**src/rtl/req_latch4_pkg.sv**
```systemverilog
// rtl/req_latch4_pkg.sv - shared types and constants for the req_latch4 request collector
//
// Contents:
//   N_REQ     number of request lines
//   IDX_W     width of a request index
//   state_t   offer FSM state encoding (S_IDLE, S_OFFER)
//   popcount4 number of set bits in a 4-bit vector

package req_latch4_pkg;

    localparam int N_REQ = 4;
    localparam int IDX_W = 2;

    typedef enum logic {
        S_IDLE  = 1'b0,
        S_OFFER = 1'b1
    } state_t;

    function automatic logic [2:0] popcount4(input logic [N_REQ-1:0] v);
        logic [2:0] n;
        n = 3'd0;
        for (int i = 0; i < N_REQ; i++) begin
            n = n + {2'b00, v[i]};
        end
        return n;
    endfunction

endpackage

```
**src/rtl/req_latch4_rr_pick4.sv**
```systemverilog
// rtl/req_latch4_rr_pick4.sv - combinational round-robin picker over four request bits
//
// Ports:
//   i_req    in  4  request vector, bit n = line n
//   i_last   in  2  index served most recently (lowest priority)
//   o_found  out 1  at least one request bit is set
//   o_idx    out 2  first set bit scanning upward from i_last+1, modulo 4

module rr_pick4
    import req_latch4_pkg::*;
(
    input  logic [N_REQ-1:0] i_req,
    input  logic [IDX_W-1:0] i_last,
    output logic             o_found,
    output logic [IDX_W-1:0] o_idx
);

    always_comb begin
        logic [IDX_W-1:0] cand;
        cand    = '0;
        o_idx   = '0;
        o_found = |i_req;
        // Walk from the farthest candidate back to the nearest so the
        // nearest set bit after i_last is the last assignment to stick.
        for (int k = N_REQ; k >= 1; k--) begin
            cand = i_last + IDX_W'(k);
            if (i_req[cand]) begin
                o_idx = cand;
            end
        end
    end

endmodule

```
**src/rtl/req_latch4.sv**
```systemverilog
// rtl/req_latch4.sv - four-line sticky request collector with round-robin offer and drop counter
//
// Parameters:
//   EDGE   1 = capture rising edges of each line, 0 = capture while line is high
//   CNT_W  width of the saturating drop counter
// Ports:
//   i_clk       in  1      clock
//   i_rst       in  1      synchronous active-high reset
//   i_a..i_d    in  1 each request lines 0..3
//   i_ready     in  1      consumer accepts the offered index
//   o_valid     out 1      an index is being offered
//   o_idx       out 2      offered request index
//   o_pending   out 4      sticky pending flags
//   o_any       out 1      OR of the pending flags
//   o_drop_cnt  out CNT_W  saturating count of lost capture events

module req_latch4
    import req_latch4_pkg::*;
#(
    parameter bit EDGE  = 1'b1,
    parameter int CNT_W = 8
) (
    input  logic             i_clk,
    input  logic             i_rst,
    input  logic             i_a,
    input  logic             i_b,
    input  logic             i_c,
    input  logic             i_d,
    input  logic             i_ready,
    output logic             o_valid,
    output logic [IDX_W-1:0] o_idx,
    output logic [N_REQ-1:0] o_pending,
    output logic             o_any,
    output logic [CNT_W-1:0] o_drop_cnt
);

    localparam logic [CNT_W-1:0] CNT_MAX = '1;

    logic [N_REQ-1:0] req;
    logic [N_REQ-1:0] prev_q, prev_d;
    logic [N_REQ-1:0] pending_q, pending_d;
    logic [CNT_W-1:0] cnt_q, cnt_d;
    logic [IDX_W-1:0] idx_q, idx_d;
    logic [IDX_W-1:0] last_q, last_d;
    state_t           state_q, state_d;

    logic [N_REQ-1:0] cap;
    logic [N_REQ-1:0] clr;
    logic [N_REQ-1:0] drop;
    logic             hs;
    logic [CNT_W+2:0] cnt_sum;
    logic             pick_found;
    logic [IDX_W-1:0] pick_idx;

    assign req = {i_d, i_c, i_b, i_a};

    rr_pick4 u_pick (
        .i_req   (pending_q),
        .i_last  (last_q),
        .o_found (pick_found),
        .o_idx   (pick_idx)
    );

    always_comb begin
        prev_d = req;

        if (EDGE) begin
            cap = req & ~prev_q;
        end else begin
            cap = req;
        end

        hs  = (state_q == S_OFFER) && i_ready;
        clr = '0;
        if (hs) begin
            clr[idx_q] = 1'b1;
        end

        // A fresh capture on the line being cleared keeps the flag set.
        pending_d = (pending_q & ~clr) | cap;

        // An event is lost only if it lands on a flag that stays set anyway.
        drop    = cap & pending_q & ~clr;
        cnt_sum = {3'b000, cnt_q} + {{CNT_W{1'b0}}, popcount4(drop)};
        if (cnt_sum > {3'b000, CNT_MAX}) begin
            cnt_d = CNT_MAX;
        end else begin
            cnt_d = cnt_sum[CNT_W-1:0];
        end

        state_d = state_q;
        idx_d   = idx_q;
        last_d  = last_q;
        case (state_q)
            S_IDLE: begin
                if (pick_found) begin
                    idx_d   = pick_idx;
                    state_d = S_OFFER;
                end
            end
            S_OFFER: begin
                if (i_ready) begin
                    last_d  = idx_q;
                    state_d = S_IDLE;
                end
            end
            default: begin
                state_d = S_IDLE;
            end
        endcase
    end

    always_ff @(posedge i_clk) begin
        // prev loads the lines even in reset so a line held high through
        // reset does not look like a new edge afterwards.
        prev_q <= prev_d;
        if (i_rst) begin
            pending_q <= '0;
            cnt_q     <= '0;
            idx_q     <= '0;
            last_q    <= IDX_W'(N_REQ - 1);
            state_q   <= S_IDLE;
        end else begin
            pending_q <= pending_d;
            cnt_q     <= cnt_d;
            idx_q     <= idx_d;
            last_q    <= last_d;
            state_q   <= state_d;
        end
    end

    assign o_valid    = (state_q == S_OFFER);
    assign o_idx      = idx_q;
    assign o_pending  = pending_q;
    assign o_any      = |pending_q;
    assign o_drop_cnt = cnt_q;

endmodule

```
**config.mk**
```make
export PLATFORM = sky130hd
export DESIGN_NAME = req_latch4
export DESIGN_NICKNAME = d
export VERILOG_FILES = /design/src/rtl/req_latch4_pkg.sv /design/src/rtl/req_latch4_rr_pick4.sv /design/src/rtl/req_latch4.sv
export SDC_FILE = /design/constraint.sdc
export NUM_CORES = 1
export LEC_CHECK = 0
export ABC_AREA = 0
export ABC_CLOCK_PERIOD_IN_PS = 3200
export CAP_MARGIN = 20
export CORE_ASPECT_RATIO = 1.5
export CORE_UTILIZATION = 42
export DETAILED_ROUTE_END_ITERATION = 10
export PLACE_DENSITY = 0.74
export SYNTH_ARGS = -nofsm -noshare
export SYNTH_HDL_FRONTEND = slang
export SYNTH_SLANG_ARGS = --single-unit
```
**constraint.sdc**
```tcl
create_clock -name i_clk -period 3.2 [get_ports i_clk]
set_input_delay 0.64 -clock i_clk [delete_from_list [all_inputs] [get_ports i_clk]]
set_output_delay 0.64 -clock i_clk [all_outputs]
set_load 0.01 [all_outputs]
```
### I/O pins on the die edge

Bar = 10 um. Pins as bars across the die edge, other pins in gray.
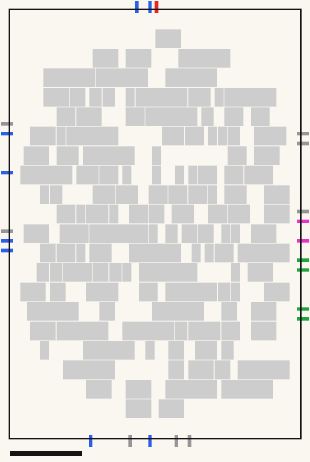
green -> o_pending  # pins 4, direction output, edge right
magenta -> o_idx  # pins 2, direction output, edge right
red -> i_rst  # pins 1, direction input, edge top
blue -> o_drop_cnt  # pins 8, direction output, edge 4 left, 2 bottom, 2 top
all pins by edge = 9 right, 6 left, 5 bottom, 3 top

==> impl_metrics.yaml <==
# flow metrics
floorplanning:
  die_y_um: 59.8
  chipArea_mm2: 0.00242
clock_tree:
  ctsRootBufferMaster: "clkbuf_4"
  cts-hold-fix-buffers: 0
  cts_tree: "built"
  post_cts_buffers: 0
status:
  status: "complete, no violations"
layout:
  n_all_buffers: 30
  n_antenna_cell: 0
  largest_class: "logic gates"
  flop-count: 21
  clock_buffers: 4
  syn2layout_area_growth_pct: 38.2
  drive_above_1_share: 0.195
  nonClkBufAreaFrac: 0.219
  final_cell_count_no_fill: 155
synthesis:
  top_cells_by_area: "dfxtp_1 45%, fa_1 6.4%, a21oi_1 4.8%"
  ys.flops: 21
  syn_area_per_cell_um2: 9.25
  ys_seq_frac: 0.450
job:
  maxCapViolations: 0
final_timing:
  final_max_slew_viol_count: 0
  setup_slack_ps: 169
  finalClockPeriodUsage: 0.947
  hold_violations: 0
  setup_viol: 0
routing:
  wire_per_inst_um: 13.7
  drt_pass1_iterations: 4
  routed_via_density: 5.60
  drt-total-wl_um: 2120
global_routing:
  grt_pass1_wl_um: 3280
setup_path:
  regToRegSetupSlack_ps: 390
  ff2ff_path_depth: 10
hold_path:
  holdPathStages: 2
### Wiring by layer

Bar = 10 um.
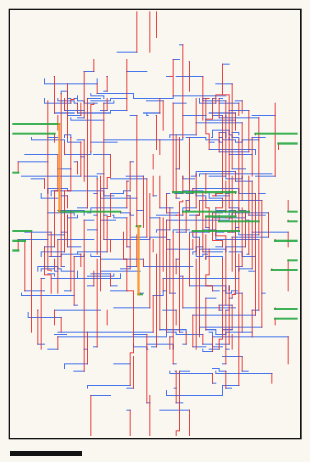
red -> metal 2  # wire length 1190 um
orange -> metal 4  # wire length 21.8 um
blue -> metal 1  # wire length 822 um
green -> metal 3  # wire length 84.9 um

cells by family (layout without fill, tap and decap cells):
| family | Yosys count | count (layout) | share of synthesized area |
|---|---|---|---|
| flip-flops | 21 | 21 | 0.450 |
| buffers and inverters | 11 | 43 | 0.0442 |
| AND-OR/OR-AND | 30 | 30 | 0.213 |
| adder cells (fa/ha/maj) | 4 | 4 | 0.0776 |
| XOR/XNOR | 2 | 2 | 0.0187 |
| AND/OR/NAND/NOR | 33 | 33 | 0.197 |
per-layer routing:
metal | up-vias | global-route usage | wire length [um]
li1 | 416 | - | -
met1 | 420 | 0.194 | 822
met2 | 28 | 0.381 | 1190
met3 | 4 | 0.0223 | 84
met4 | 0 | 0.0857 | 21
met5 | - | 0 | 0
critical path, stage by stage:
cell and delay, ps:
clkdlybuf4s50_1 470, nand2b_1 80, or2_2 310, fa_1 470, fa_2 380, inv_2 70, fa_2 210, nand2_2 60
or3_4 430, a21oi_2 140
synthesized netlist by cell type, types with 2 or more instances:
| cell type | count |
|---|---|
| a211oi_1 | 3 |
| or2_2 | 3 |
| nand2b_1 | 3 |
| nand2_1 | 6 |
| a21oi_1 | 9 |
| nor2_1 | 10 |
| a211o_1 | 2 |
| dfxtp_1 | 21 |
| a21o_1 | 2 |
| and3_1 | 2 |
| fa_1 | 3 |
| clkbuf_1 | 2 |
| o21ai_0 | 5 |
| inv_1 | 9 |
| nor2b_1 | 2 |
| a31oi_1 | 2 |
where the power goes:
| part | switching [W] | total [W] | internal [W] |
|---|---|---|---|
| clock | 0.0000727 | 0.000121 | 0.0000485 |
| combinational | 0.0000479 | 0.000105 | 0.0000570 |
| sequential | 0.0000163 | 0.000294 | 0.000277 |
flip-flops by register name, summed over array words and instances, names as in the netlist:
register,flops
o_drop_cnt,8
o_pending,4
last_q,2
prev_q,4
o_idx,2
o_valid,1
Power and IR drop assume default switching activity.
